==> config.mk <==
export PLATFORM = sky130hd
export DESIGN_NAME = ahb_ram_arbiter
export DESIGN_NICKNAME = d
export VERILOG_FILES = /design/src/rtl/ahb_arb_pkg.sv /design/src/rtl/ahb_arb_port.sv /design/src/rtl/ahb_ram_arbiter.sv
export SDC_FILE = /design/constraint.sdc
export NUM_CORES = 1
export LEC_CHECK = 0
export CAP_MARGIN = 30
export CORE_MARGIN = 1
export CORE_UTILIZATION = 32
export DETAILED_ROUTE_END_ITERATION = 10
export PLACE_DENSITY = 0.87
export SLEW_MARGIN = 15
export SYNTH_ARGS = -nofsm -noshare
export SYNTH_HDL_FRONTEND = slang
export SYNTH_HIERARCHICAL = 1
export SYNTH_SLANG_ARGS = --single-unit
==> constraint.sdc <==
create_clock -name HCLK -period 3.4 [get_ports HCLK]
set_input_delay 1.02 -clock HCLK [delete_from_list [all_inputs] [get_ports HCLK]]
set_output_delay 1.02 -clock HCLK [all_outputs]
set_load 0.02 [all_outputs]
==> src/rtl/ahb_arb_pkg.sv <==
// Shared AHB encodings and the per-master port state used by the two-master RAM arbiter.
package ahb_arb_pkg;

  localparam logic [1:0] HTRANS_IDLE   = 2'b00;
  localparam logic [1:0] HTRANS_NONSEQ = 2'b10;
  localparam logic [1:0] HRESP_OKAY    = 2'b00;

  typedef enum logic [1:0] {
    P_IDLE = 2'b00,
    P_PEND = 2'b01,
    P_DATA = 2'b10
  } port_state_e;

endpackage

==> src/rtl/ahb_arb_port.sv <==
// One master-facing port: accepts address phases, buffers a transfer that cannot
// reach the slave yet, and tracks ownership of the slave data phase.
module ahb_arb_port
  import ahb_arb_pkg::*;
#(
  parameter int ADDR_W = 8
) (
  input  logic              HCLK,
  input  logic              HRESET,
  input  logic [1:0]        htrans,
  input  logic [ADDR_W-1:0] haddr,
  input  logic              hwrite,
  input  logic [2:0]        hsize,
  input  logic              s_hready,
  input  logic              grant,
  output logic              hready,
  output logic              cand,
  output logic              in_data,
  output logic [ADDR_W-1:0] req_addr,
  output logic              req_write,
  output logic [2:0]        req_size
);

  port_state_e       state_q, state_d;
  logic              fresh;
  logic              capture;
  logic [ADDR_W-1:0] buf_addr_q;
  logic              buf_write_q;
  logic [2:0]        buf_size_q;
  logic              unused_htrans0;

  // Only HTRANS[1] distinguishes a request; SEQ and NONSEQ are treated alike.
  assign unused_htrans0 = htrans[0];

  always_comb begin
    case (state_q)
      P_PEND:  hready = 1'b0;
      P_DATA:  hready = s_hready;
      default: hready = 1'b1;
    endcase
  end

  assign fresh     = htrans[1] && hready;
  assign cand      = fresh || (state_q == P_PEND);
  assign in_data   = (state_q == P_DATA);
  assign req_addr  = (state_q == P_PEND) ? buf_addr_q  : haddr;
  assign req_write = (state_q == P_PEND) ? buf_write_q : hwrite;
  assign req_size  = (state_q == P_PEND) ? buf_size_q  : hsize;

  // NOTE: every always_comb output gets a default first, so no path can infer a latch.
  always_comb begin
    state_d = state_q;
    capture = 1'b0;
    case (state_q)
      P_PEND: if (grant) state_d = P_DATA;
      default: begin
        // Idle, or a data phase the slave has just finished (a stalled one holds).
        if (hready) begin
          if (!fresh) begin
            state_d = P_IDLE;
          end else if (grant) begin
            state_d = P_DATA;
          end else begin
            state_d = P_PEND;
            capture = 1'b1;
          end
        end
      end
    endcase
  end

  // NOTE: state registers use non-blocking assignments so every flop samples pre-edge values.
  always_ff @(posedge HCLK) begin
    if (HRESET) begin
      state_q     <= P_IDLE;
      buf_addr_q  <= '0;
      buf_write_q <= 1'b0;
      buf_size_q  <= '0;
    end else begin
      state_q <= state_d;
      if (capture) begin
        buf_addr_q  <= haddr;
        buf_write_q <= hwrite;
        buf_size_q  <= hsize;
      end
    end
  end

endmodule

==> src/rtl/ahb_ram_arbiter.sv <==
// Two-master to one-slave AHB arbiter: picks one address phase per free slave slot
// (round-robin or M1-priority) and routes data phases to their owning master.
module ahb_ram_arbiter
  import ahb_arb_pkg::*;
#(
  parameter int ADDR_W = 8,
  parameter int DATA_W = 32,
  parameter int RR_EN  = 1
) (
  input  logic              HCLK,
  input  logic              HRESET,
  input  logic [1:0]        M0_HTRANS,
  input  logic [ADDR_W-1:0] M0_HADDR,
  input  logic              M0_HWRITE,
  input  logic [2:0]        M0_HSIZE,
  input  logic [DATA_W-1:0] M0_HWDATA,
  output logic [DATA_W-1:0] M0_HRDATA,
  output logic              M0_HREADY,
  output logic [1:0]        M0_HRESP,
  input  logic [1:0]        M1_HTRANS,
  input  logic [ADDR_W-1:0] M1_HADDR,
  input  logic              M1_HWRITE,
  input  logic [2:0]        M1_HSIZE,
  input  logic [DATA_W-1:0] M1_HWDATA,
  output logic [DATA_W-1:0] M1_HRDATA,
  output logic              M1_HREADY,
  output logic [1:0]        M1_HRESP,
  output logic              S_HSEL,
  output logic [1:0]        S_HTRANS,
  output logic [ADDR_W-1:0] S_HADDR,
  output logic              S_HWRITE,
  output logic [2:0]        S_HSIZE,
  output logic [DATA_W-1:0] S_HWDATA,
  input  logic [DATA_W-1:0] S_HRDATA,
  input  logic              S_HREADY
);

  logic [1:0]        cand;
  logic [1:0]        in_data;
  logic [1:0]        grant;
  logic [ADDR_W-1:0] req_addr  [2];
  logic              req_write [2];
  logic [2:0]        req_size  [2];
  logic              last_m1_q;
  logic              slot_free;
  logic              pick_m1;

  ahb_arb_port #(.ADDR_W(ADDR_W)) u_port0 (
    .HCLK      (HCLK),
    .HRESET    (HRESET),
    .htrans    (M0_HTRANS),
    .haddr     (M0_HADDR),
    .hwrite    (M0_HWRITE),
    .hsize     (M0_HSIZE),
    .s_hready  (S_HREADY),
    .grant     (grant[0]),
    .hready    (M0_HREADY),
    .cand      (cand[0]),
    .in_data   (in_data[0]),
    .req_addr  (req_addr[0]),
    .req_write (req_write[0]),
    .req_size  (req_size[0])
  );

  ahb_arb_port #(.ADDR_W(ADDR_W)) u_port1 (
    .HCLK      (HCLK),
    .HRESET    (HRESET),
    .htrans    (M1_HTRANS),
    .haddr     (M1_HADDR),
    .hwrite    (M1_HWRITE),
    .hsize     (M1_HSIZE),
    .s_hready  (S_HREADY),
    .grant     (grant[1]),
    .hready    (M1_HREADY),
    .cand      (cand[1]),
    .in_data   (in_data[1]),
    .req_addr  (req_addr[1]),
    .req_write (req_write[1]),
    .req_size  (req_size[1])
  );

  // A stalled data phase blocks the slot; reset blocks it so nothing escapes mid-reset.
  assign slot_free = !HRESET && ((in_data == 2'b00) || S_HREADY);
  assign pick_m1   = (RR_EN == 0) || !last_m1_q;

  always_comb begin
    grant = 2'b00;
    if (slot_free) begin
      if (cand == 2'b11) grant = pick_m1 ? 2'b10 : 2'b01;
      else               grant = cand;
    end
  end

  always_ff @(posedge HCLK) begin
    if (HRESET)     last_m1_q <= 1'b1;
    else if (|grant) last_m1_q <= grant[1];
  end

  assign S_HSEL   = |grant;
  assign S_HTRANS = S_HSEL ? HTRANS_NONSEQ : HTRANS_IDLE;

  always_comb begin
    S_HADDR  = '0;
    S_HWRITE = 1'b0;
    S_HSIZE  = '0;
    if (grant[1]) begin
      S_HADDR  = req_addr[1];
      S_HWRITE = req_write[1];
      S_HSIZE  = req_size[1];
    end else if (grant[0]) begin
      S_HADDR  = req_addr[0];
      S_HWRITE = req_write[0];
      S_HSIZE  = req_size[0];
    end
  end

  // At most one port owns the data phase, so the priority order here never matters.
  assign S_HWDATA  = in_data[0] ? M0_HWDATA : (in_data[1] ? M1_HWDATA : '0);
  assign M0_HRDATA = in_data[0] ? S_HRDATA : '0;
  assign M1_HRDATA = in_data[1] ? S_HRDATA : '0;
  assign M0_HRESP  = HRESP_OKAY;
  assign M1_HRESP  = HRESP_OKAY;

endmodule

==> job_summary.md, run 1 <==
### Flow metrics

| Metric | Value |
|---|---|
| Outcome | `completed` |
| Max cap viols | `0` |
| Clock-pin slew on the worst setup and hold paths | `60 ps` |
| Flop pwr share | `27.7%` |
| Simple Share, Synth | `~45%` |
| P_comb | `slightly above 0.7 mW` |
| CP max FO | `2` |
| GRT Residual Overflow | `0` |
| CTS Buf Count | `5` |
| Setup Buffers After CTS | `1` |
| Top pwr grp | `combinational logic` |
| Worst setup path class | `in2out` |
| Maximum vdd drop | `0.000320 V` |
| Initial Util | `33.2%` |
| GRT Util Overall | `25.6%` |
| Comb gate area | `2000 sq um` |
| DR vias | `3448` |
| Root Driver | `clkbuf_8` |
| Crit. End Element | `primary output` |
| Initial DRT Pass Iterations | `4` |
| Setup violators final | `0` |
| Antenna violations before repair | `1` |
| Adder Area Share | `0%` |
| Setup WS post-layout | `approximately 56 ps` |
| Most Frequent Cell on Critical Path | `clkdlybuf4s50_1` |
| Yosys xor share | `0%` |
| Slowest stage cell, crit path | `clkdlybuf4s50_1` |
| Tool warnings | `28` |
| Cell taking the most area after synthesis | `dfxtp_1` |
| FF-to-FF Start | `u_port1/state_q[1]$_SDFFE_PP0P_` |
| Port-buffer cells | `236` |
| Hpwl dp | `9830 microns` |
| Final count of hold timing violations | `0` |
| Grt met3 use | `under 10%` |
| Power Density | `approximately 270 nW/um^2` |
| Slew margin rel. | `between 60% and 70%` |
| Cell-internal power | `0.925 mW` |
| Hold Path Cell Cnt | `2` |
| P_sw | `around 0.50 mW` |
| Die width | `94.5 microns` |
| Critical Path Start Type | `input port` |
| Skew final | `roughly 8.1 ps` |
| Htree depth | `2` |
| Hold-fix buffers, CTS | `0` |
| Mux frac, synth | `8.78%` |
| Req. time, crit path | `2380 ps` |
| First-pass GRT wire length | `17100 microns` |
| Hold path start | `u_port0/buf_size_q[1]$_SDFFE_PP0P_` |
| Pre-CTS setup slack | `-684 ps` |
| Fillers | `~700` |
| Ys Warns | `6` |
| Clock Sinks | `29` |
| Grt peak-use layer | `met2` |
| Area Growth Syn to Fin | `93.7%` |
| P_clk | `0.322 mW` |
| WP data arrival | `between 2000 and 2500 ps` |
| Die Size | `just under 9000 sq um` |
| Leak | `2.18 nW` |
| FP Rows | `33` |
| Slew @ Worst Pin | `512 ps` |
| Final wirelength | `12000 microns` |
| Worst hold-check path type | `reg2reg` |
| Wire per inst | `16.9 microns` |
| I/O pin count | `244` |
| Seq share, synth | `21.2%` |
| Layout cells sized above 1 | `10.7%` |
| Post-Syn Instances | `369` |
| Seq pwr | `approximately 0.39 mW` |
| Clock share of power | `22.6%` |
## run 1: sequential cells by signal, summed over array words and instances, names as in the netlist
register and cells:
u_port0/buf_write_q 1, u_port1/state_q 2, u_port0/state_q 2, u_port0/buf_size_q 3, u_port1/buf_addr_q 8, u_port0/buf_addr_q 8, u_port1/buf_size_q 3, u_port1/buf_write_q 1
last_m1_q 1
## run 1: layer usage
layer  up-vias  wire, microns
met5         -              0
met4         0            195
met3        16           1080
met2       149           6180
met1      1584           4590
li1       1699              -
## run 1: per-stage QoR
step                cells  power (mW)  cell area, sq um  TNS [ps]  util, %
floorplan             373       0.746              2750         0        -
global placement      701        1.09              5220     -9230     63.2
detailed placement    701        1.10              5220     -9510     63.2
CTS                   710        1.42              5270         0     63.9
global route          711        1.49              5300         0     64.2
finish                712        1.42              5300         0     64.2
## run 1: how the worst max path moves through the flow
| stage | from | to | slack [ps] | cells after the start |
|---|---|---|---|---|
| after floorplan | M0_HTRANS[1] | S_HTRANS[1] | 80 | 6 |
| after global placement | S_HREADY | S_HADDR[2] | -650 | 8 |
| after detailed placement | S_HREADY | S_HADDR[2] | -680 | 8 |
| after CTS | M0_HWDATA[0] | S_HWDATA[0] | 30 | 3 |
| after global routing | M0_HTRANS[1] | S_HADDR[7] | 7 | 9 |
| final | S_HRDATA[25] | M1_HRDATA[25] | 60 | 3 |
## run 1: cell type report
| type | instances | share of cell area (%) |
|---|---|---|
| inverters | 1 | 0.0708 |
| clock buffers | 7 | 1.82 |
| diodes | 1 | 0.0472 |
| repair buffers | 259 | 46.9 |
| flip-flops and latches | 29 | 11.0 |
| clock inverters | 1 | 0.0944 |
| multi-input cells | 309 | 37.6 |
| well taps | 105 | 2.48 |
## run 1: cell families (layout without fill, tap and decap cells)
group                  count (synthesis)  after routing
AND-OR/OR-AND                         55             55
buffers and inverters                 35            268
flip-flops                            29             29
multiplexers                          24             24
other                                  1              6
AND/OR/NAND/NOR                      225            225
## run 1: cells in the mapped netlist, drive strengths merged
cell type / count
nand2: 76
clkbuf: 12
conb: 1
and2: 64
dfxtp: 29
a221o: 1
mux2i: 24
nor4b: 2
o21bai: 1
nand2b: 52
buf: 22
a21oi: 4
nor3b: 4
inv: 1
o21ai: 4
a22o: 32
a21boi: 1
a32oi: 12
nor2b: 6
nor2: 21
## run 1: cells in the final DEF (no fill, tap or decap)
master / count
nand2_1: 76
a21boi_4: 1
clkdlybuf4s50_1: 217
dfxtp_1: 28
nor2b_4: 3
dlygate4sd2_1: 2
nor3b_2: 2
inv_1: 1
o21ai_1: 4
a32oi_2: 3
mux2i_1: 24
o21bai_2: 1
nor3b_1: 2
a21oi_1: 3
buf_12: 2
buf_4: 22
a221o_1: 1
a32oi_1: 9
a21oi_2: 1
buf_6: 2
clkinv_2: 1
diode_2: 1
nand2b_1: 51
conb_1: 5
nor2b_2: 2
nor2b_1: 1
nand2b_2: 1
nor2_1: 21
nor4b_4: 2
dfxtp_2: 1
buf_2: 12
and2_1: 64
a22o_1: 32
clkbuf_8: 7
clkbuf_2: 2
## run 1: worst max-delay path, delay by kind of cell
kind                   cells  cell delay, ps
buffers and inverters      2            1120
and+or+nand+nor            1             190
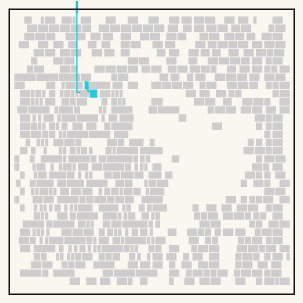
run_1/io_fan.png
Scale: 3 px per micron.
[cyan] M1_HWRITE | bits: 1 | direction: input | end cells: 2 | buffers: 1 | wire: 32.1 microns

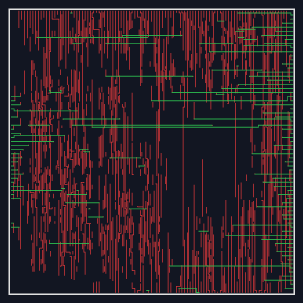
run_1/wires.png
Scale: 3 px per micron. Only two layers are drawn.
[red] metal 2 | wire length: 6180 microns
[green] metal 3 | wire length: 1080 microns

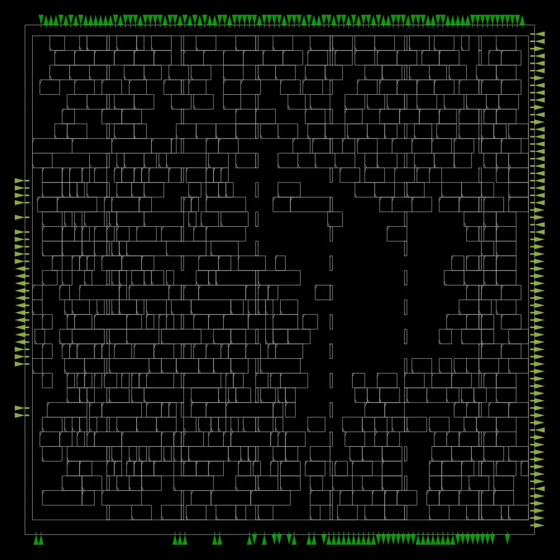
run_1/placement.png
Flops: 29
Core Area: 8260 sq um
flop share of the area: 11.0%

==> run 2, diff against run 1 <==
--- a/config.mk
+++ b/config.mk
@@ -9,6 +9,7 @@
 export CORE_MARGIN = 1
 export CORE_UTILIZATION = 32
 export DETAILED_ROUTE_END_ITERATION = 10
+export GPL_ROUTABILITY_DRIVEN = 0
 export PLACE_DENSITY = 0.87
 export SLEW_MARGIN = 15
 export SYNTH_ARGS = -nofsm -noshare
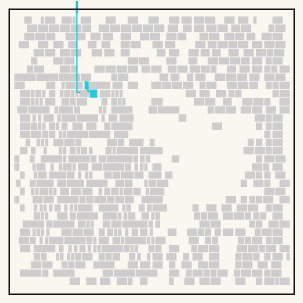
run_2/io_fan.png
Scale: 3 px per micron.
[cyan] M1_HWRITE | bits: 1 | direction: input | end cells: 2 | buffers: 1 | wire: 32.1 microns

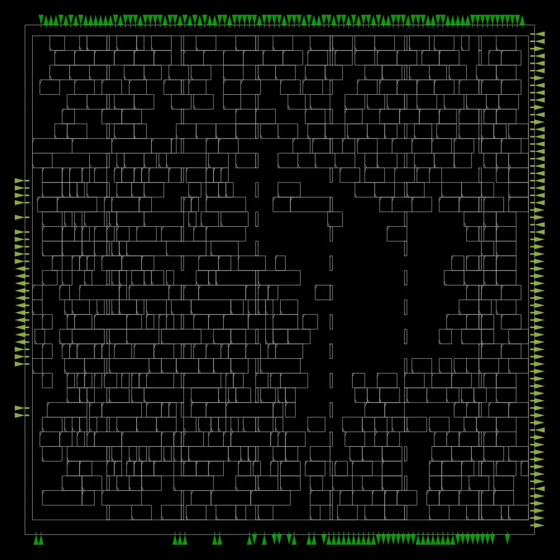
run_2/placement.png
FP Rows: 33
Tapcell Cnt: 105
final design utilization: 64.2%
fillers: 702
Final Non-Filler Cells: 712

==> run 2 against run 1 <==
Die size unchanged. Area after synthesis did not move. Critical path type unchanged. First-iteration DRC count stayed put. Sequential power about the same. Clock power hardly changed. Power did not move. Clock skew unchanged. Critical path depth unchanged. Worst hold slack unchanged. Largest power group unchanged.
==> job_summary.md, run 2 <==
### Flow metrics

| Metric | Value |
|---|---|
| Cell taking the most area after synthesis | `dfxtp_1` |
| Seq share, synth | `a little over a fifth` |
| Post-Syn Instances | `369` |
| Critical Path Start Type | `input port` |
| Top-count cell post-synth | `nand2_1` |
| Hold-fix buffers, CTS | `0` |
| Max cap viols | `0` |
| Leak | `approximately 2.2 nW` |
| Tool warnings | `28` |
| Die Size | `8930 sq um` |
| Top cells excl fill/tap | `clkdlybuf4s50_1 (217), nand2_1 (76), and2_1 (64)` |
| Hold Path Cell Cnt | `2` |
| GRT Util Overall | `25.6%` |
| Power Density | `268 nW/um^2` |
| YS chip area | `2740 sq um` |
| Synth top cells by count | `nand2_1 (76), and2_1 (64), nand2b_1 (51), a22o_1 (32), dfxtp_1 (29)` |
| Pin count of the biggest net entering global routing | `54` |
| GRT Residual Overflow | `0` |
| Htree depth | `2` |
| Setup WS post-layout | `55.6 ps` |
| Root Driver | `clkbuf_8` |
| Post-synthesis async set-or-reset flop share | `0%` |
| Final wirelength | `12000 microns` |
| Most numerous logic cell after layout | `clkdlybuf4s50_1` |
| Hpwl dp | `roughly 9800 microns` |
| DR vias | `around 3400` |
| WP data arrival | `2320 ps` |
| DRT iter0 DRCs | `approximately 110` |
| Tot Pwr | `1.42 mW` |
| Register bit total from synthesis | `29` |
| Initial Util | `33.2%` |
| Req. time, crit path | `2380 ps` |
| Pre-CTS setup slack | `-684 ps` |
| Worst hold-check path type | `reg2reg` |
| Regs by FF count | `u_port0/buf_addr_q x8, u_port1/buf_addr_q x8` |
| FF-to-FF Start | `u_port1/state_q[1]$_SDFFE_PP0P_` |
| Worst setup path class | `in2out` |
| Mean post-synth cell area | `7.42 sq um` |
| Commonest flop | `dfxtp_1` |
| Wire per inst | `16.9 microns` |
| Slew margin rel. | `65.9%` |
| Clock-pin slew on the worst setup and hold paths | `60 ps` |
| Hold path start | `u_port0/buf_size_q[1]$_SDFFE_PP0P_` |
| Maximum vdd drop | `0.000320 V` |
| Post-synth EDFFs | `0` |
| Final count of hold timing violations | `0` |
| Area Growth Syn to Fin | `93.7%` |
| Die width | `94.5 microns` |
| Setup TNS | `0 ps` |
| Antenna Nets Post-Route | `0` |
| Ys Warns | `6` |
| Layout cells sized above 1 | `10.7%` |
| Slew @ Worst Pin | `512 ps` |
| Outcome | `completed` |
| Setup violators final | `0` |
| I/O pin count | `244` |
| Port-buffer cells | `236` |
| Clock Sinks | `29` |
| Max clock buf depth | `2` |
| CP max FO | `2` |
| Skew final | `8.07 ps` |
| Crit. End Element | `primary output` |
| Initial DRT Pass Iterations | `4` |
| Antenna violations before repair | `1` |
| Core Area | `between 8000 and 9000 sq um` |
| First-pass GRT wire length | `17100 microns` |
| CTS Buf Count | `5` |
run 2: cell counts after synthesis:
Identical to the previous run, type by type.
run 2: worst max-delay path by stage:
stage	from	cells after the start	endpoint
after floorplan	M0_HTRANS[1]	6	S_HTRANS[1]
after global placement	S_HREADY	8	S_HADDR[2]
after detailed placement	S_HREADY	8	S_HADDR[2]
after CTS	M0_HWDATA[0]	3	S_HWDATA[0]
after global routing	M0_HTRANS[1]	9	S_HADDR[7]
final	S_HRDATA[25]	3	M1_HRDATA[25]
run 2: timing repair:
action / in CTS / in global routing
setup endpoints to repair: 16 / 41
gates resized: 65 / 10
pin swaps: 2 / 3
buffers inserted: 1 / 0
gates cloned: 0 / 1
run 2: per-stage QoR:
| stage | util [%] | area [sq um] | instances | hold slack (ps) |
|---|---|---|---|---|
| 3_5_place_dp | 63.2 | 5220 | 701 | 469 |
| 3_3_place_gp | 63.2 | 5220 | 701 | 459 |
| 4_1_cts | 63.9 | 5270 | 710 | 480 |
| 2_1_floorplan | - | 2750 | 373 | 449 |
| 5_1_grt | 64.2 | 5300 | 711 | 496 |
| 6_report | 64.2 | 5300 | 712 | 479 |
run 2: layout make-up:
cell class	count	area [sq um]	share of cell area, %
Antenna cell	1	2.50	0.0472
Clock buffer	7	96.3	1.82
Clock inverter	1	5.00	0.0944
Inverter	1	3.75	0.0708
Multi-Input combinational cell	309	2000	37.6
Sequential cell	29	582	11.0
Tap cell	105	131	2.48
Timing Repair Buffer	259	2490	46.9
run 2: power by group:
group / internal [mW] / switching (mW) / total [mW]
Combinational: 0.372 / 0.334 / 0.706
Sequential: 0.370 / 0.0229 / 0.393
Clock: 0.183 / 0.139 / 0.322
run 2: kinds of logic after synthesis:
family          share of synthesized area (%)
compound gates                           16.7
buf+inv                                  8.04
flops                                    21.2
mux                                      8.78
other cells                             0.137
simple gates                             45.1
run 2: critical path, cell delays in order:
cell             delay, ps
clkdlybuf4s50_1        480
and2_1                 190
clkdlybuf4s50_1        640
run 2: routing by layer:
| metal | up-vias | global-route usage [%] | part of all wire (%) |
|---|---|---|---|
| met5 | - | 0 | 0 |
| met4 | 0 | 5.81 | 1.6 |
| met1 | 1584 | 29.9 | 38 |
| li1 | 1699 | - | - |
| met3 | 16 | 7.49 | 9.0 |
| met2 | 149 | 45.7 | 51 |
run_2/io_placement.png
Scale: 4 px per micron. Pins as bars across the die edge, other pins in grey.
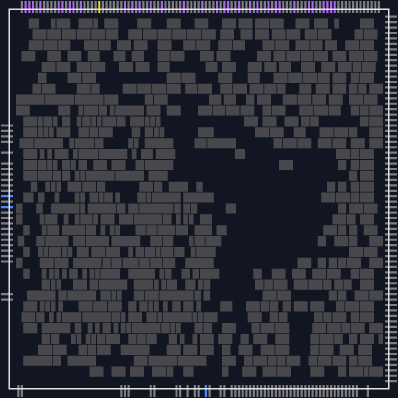

==> run 3, diff against run 2 <==
--- a/config.mk
+++ b/config.mk
@@ -10,7 +10,8 @@
 export CORE_UTILIZATION = 32
 export DETAILED_ROUTE_END_ITERATION = 10
 export GPL_ROUTABILITY_DRIVEN = 0
-export PLACE_DENSITY = 0.87
+export PLACE_DENSITY = 0.82
+export RECOVER_POWER = 25
 export SLEW_MARGIN = 15
 export SYNTH_ARGS = -nofsm -noshare
 export SYNTH_HDL_FRONTEND = slang
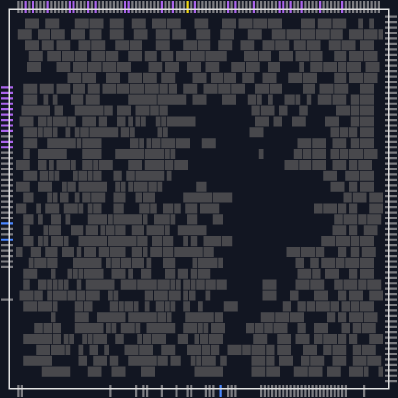
run_3/io_placement.png
Scale: 4 px per micron. Pins as bars across the die edge, other pins in grey.
[yellow] M1_HWRITE | pins: 1 | direction: input | edge: top
[blue] S_HSIZE | pins: 3 | direction: output | edge: 2 left, 1 bottom
[purple] S_HWDATA | pins: 32 | direction: output | edge: 21 top, 11 left
all pins by edge: 99 top, 68 right, 42 bottom, 35 left

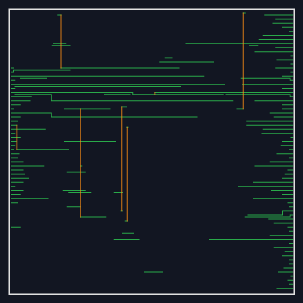
run_3/wires.png
Scale: 3 px per micron. Only two layers are drawn.
[green] metal 3 | wire length: 1260 microns
[orange] metal 4 | wire length: 161 microns

==> run 3 against run 2 <==
Worst hold slack worse by 2.3 ps. Die size stayed put. Non-clock buffer count grew 2. Wire length fell by 1.1%. Register-to-register slack worse by 840 ps. Combinational power decreased by 2%. Power shrank 3.5%. Sequential power down 1%. Area after synthesis stayed put. Critical endpoint is now S_HWDATA[4]. Largest power group unchanged. Highest routed layer is now met5.
==> job_summary.md, run 3 <==
### Flow metrics

| Metric | Value |
|---|---|
| RSZ-0062 raised after global routing | `false` |
| Most Frequent Cell on Critical Path | `clkdlybuf4s50_1` |
| Register bit total from synthesis | `29` |
| Crit path largest cell delay | `620 ps` |
| Mean post-synth cell area | `7.42 sq um` |
| CTS tree | `yes` |
| Wire per inst | `16.7 microns` |
| RR Endpoint | `u_port0/buf_addr_q[7]$_SDFFE_PP0P_` |
| Flop pwr share | `28.3%` |
| Root Driver | `clkbuf_8` |
| Seq share, synth | `21.2%` |
| Final Non-Filler Cells | `712` |
| DRT iter0 DRCs | `128` |
| Layout cells sized above 1 | `9.23%` |
| Synth unique cells | `27` |
| Max clock buf depth | `2` |
| Die Size | `8930 sq um` |
| Antenna violations before repair | `1` |
| Sw Share | `between 30% and 40%` |
| Clock share of power | `21.2%` |
| Cycle use final | `99.0%` |
| Clock Sinks | `29` |
| CTS Buf Count | `5` |
| Setup slack, reg-to-reg | `440 ps` |
| Commonest flop | `dfxtp_1` |
| Port-buffer cells | `236` |
| Hold Path Cell Cnt | `2` |
| Vias per cell | `4.87` |
| P_sw | `around 0.48 mW` |
| Top area contributor share | `21.2%` |
| Setup Buffers After CTS | `0` |
| Crit. End Element | `primary output` |
| Regs by FF count | `u_port0/buf_addr_q x8, u_port1/buf_addr_q x8` |
| DR vias | `3470` |
| Slew Limit Fails | `0` |
| Vert. Die Dim | `94.5 microns` |
| Post-synthesis async set-or-reset flop share | `0%` |
| Antenna Nets Post-Route | `0` |
| Synth top cells by count | `nand2_1 (76), and2_1 (64), nand2b_1 (51), a22o_1 (32), dfxtp_1 (29)` |
| Leak | `2.13 nW` |
| GRT Util Overall | `24.7%` |
| Htree depth | `2` |
| Hpwl dp | `9650 microns` |
| Most numerous logic cell after layout | `clkdlybuf4s50_1` |
| Yosys Instances | `approximately 370` |
| First-pass GRT wire length | `16800 microns` |
| Antenna diode count | `0` |
| Tool warnings | `28` |
| Slew @ Worst Pin | `905 ps` |
| WP data arrival | `2340 ps` |
| Crit-path cells | `clkdlybuf4s50_1 -> a22o_1 -> clkdlybuf4s50_1` |
| Setup violators final | `0` |
| Outcome | `completed` |
| Final min period | `3360 ps` |
| Cell taking the most area after synthesis | `dfxtp_1` |
| FF-to-FF path depth | `8` |
| Final count of hold timing violations | `0` |
| Cell-internal power | `between 0.8 and 0.9 mW` |
| Crit path to | `S_HWDATA[4]` |
| Area Growth Syn to Fin | `90.0%` |
| YS chip area | `2740 sq um` |
| Hold-fix buffers, CTS | `0` |
| Comb pwr share | `50.4%` |
| Pin count of the biggest net entering global routing | `66` |
| I/O pin count | `244` |
| Tot Pwr | `1.37 mW` |
| Final wirelength | `11900 microns` |
| Vias in the first global route | `3130` |
| Core Area | `8260 sq um` |
| Post-synth EDFFs | `0` |
| Die width | `between 90 and 100 microns` |
| Req. time, crit path | `2380 ps` |
| Top-count cell post-synth | `nand2_1` |
| Top cells, area | `dfxtp_1 (21%), and2_1 (15%), nand2b_1 (12%)` |
| Worst hold slack | `477 ps` |
| Clock-pin slew on the worst setup and hold paths | `60 ps` |
| Top cells excl fill/tap | `clkdlybuf4s50_1 (212), nand2_1 (76), and2_1 (64)` |
| Max cap viols | `0` |
| Power Density | `263 nW/um^2` |
| Initial Util | `between 30% and 40%` |
| Nets | `734` |
| # DRC | `0` |
| Skew final | `6.07 ps` |
| GRT Residual Overflow | `0` |
| FF-to-FF Start | `u_port0/state_q[1]$_SDFFE_PP0P_` |
| Clock latency on the worst-skew pair | `280 ps` |
| Post-Syn Instances | `369` |
| Ys Warns | `6` |
| Mapped Area | `approximately 2700 sq um` |
| Maximum vdd drop | `0.000326 V` |
| Initial DRT Pass Iterations | `4` |
| Setup crit start | `M0_HWDATA[4]` |
| Critical Path Start Type | `input port` |
| CP max FO | `1` |
| Max Fclk | `about 0.3 GHz` |
| Worst hold-check path type | `reg2reg` |
| Placed cell count | `a little over 700` |
| Worst setup path class | `in2out` |
| Slew margin rel. | `between 30% and 40%` |
| FP Rows | `33` |
| Slowest stage cell, crit path | `clkdlybuf4s50_1` |
[run 3: cell counts after synthesis]
No cell type changed its count.
[run 3: layer usage]
layer  GRT usage (%)  vias to the layer above  share of wire (%)
met3            9.26                       16                 11
met2            42.7                      151                 50
met1            29.1                     1607                 38
met4            4.80                        2                1.3
li1                -                     1694                  -
met5               0                        -              0.067
[run 3: what timing repair did]
action / CTS / global route
setup endpoints to repair: 17 / 14
pin swaps: 2 / 0
resized: 70 / 4
[run 3: layout make-up]
cell class,instances,area (sq um)
Clock buffer,7,86.3
Fill cell,748,3060
Timing Repair Buffer,261,2460
Multi-Input combinational cell,309,1940
Inverter,1,3.75
Tap cell,105,131
Sequential cell,29,581
[run 3: critical path: cells and delay by family]
| family | cells | cell delay (ps) |
|---|---|---|
| AOI/OAI and AO/OA | 1 | 170 |
| buffers and inverters | 2 | 1150 |
[run 3: cell families (layout without fill, tap and decap cells)]
logic type	count (synthesis)	count (layout)	share of synthesized area [%]
AOI/OAI and AO/OA	55	55	16.7
DFF	29	29	21.2
and+or+nand+nor	225	225	45.1
buffers and inverters	35	269	8.04
other	1	5	0.137
muxes	24	24	8.78
[run 3: worst min-delay path by stage]
stage | endpoint | start | slack (ps)
final | u_port0/buf_addr_q[4]$_SDFFE_PP0P_ | u_port0/buf_addr_q[4]$_SDFFE_PP0P_ | 480
after global routing | u_port1/buf_addr_q[5]$_SDFFE_PP0P_ | u_port1/buf_addr_q[5]$_SDFFE_PP0P_ | 480
after CTS | u_port0/buf_addr_q[4]$_SDFFE_PP0P_ | u_port0/buf_addr_q[4]$_SDFFE_PP0P_ | 480
after detailed placement | u_port0/buf_addr_q[4]$_SDFFE_PP0P_ | u_port0/buf_addr_q[4]$_SDFFE_PP0P_ | 460
after global placement | u_port1/buf_addr_q[0]$_SDFFE_PP0P_ | u_port1/buf_addr_q[0]$_SDFFE_PP0P_ | 460
after floorplan | u_port0/buf_addr_q[4]$_SDFFE_PP0P_ | u_port0/buf_addr_q[4]$_SDFFE_PP0P_ | 450
[run 3: through the flow]
step                utilization, %  TNS [ps]  instance area [sq um]  setup WS, ps
CTS                           64.0         0                   5290          35.5
global placement              63.3     -9300                   5230          -671
global route                  63.0         0                   5200          25.8
floorplan                        -         0                   2750          82.3
detailed placement            63.5     -9750                   5240          -698
finish                        63.0         0                   5200          35.1
[run 3: power by group through the flow]
stage / Sequential (mW) / Combinational, mW / Clock, mW
after floorplan: 0.394 / 0.352 / 0
after global placement: 0.392 / 0.705 / 0
after detailed placement: 0.395 / 0.717 / 0
after CTS: 0.388 / 0.710 / 0.296
after global routing: 0.391 / 0.737 / 0.312
final: 0.389 / 0.691 / 0.291

==> layout pictures side by side <==
Metal 2.
Scale: 4 px per micron.
Plate I
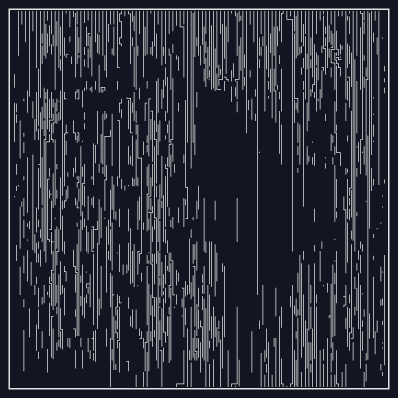
Plate II
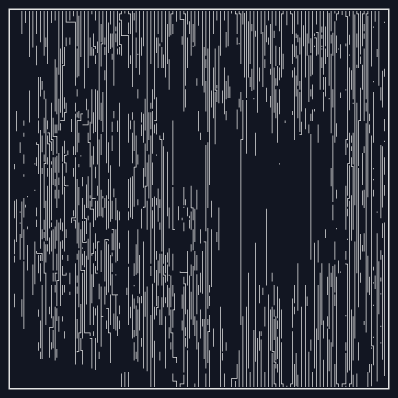
- run 3 = Plate I
- run 2 = Plate II

Key to Plate I:
longest straight run: 70.9 microns
wire length on this layer: 5900 microns
main direction: vertical
nets with wire on the layer: 641

Power figures rest on the tool's default switching activity, not on a simulated workload.
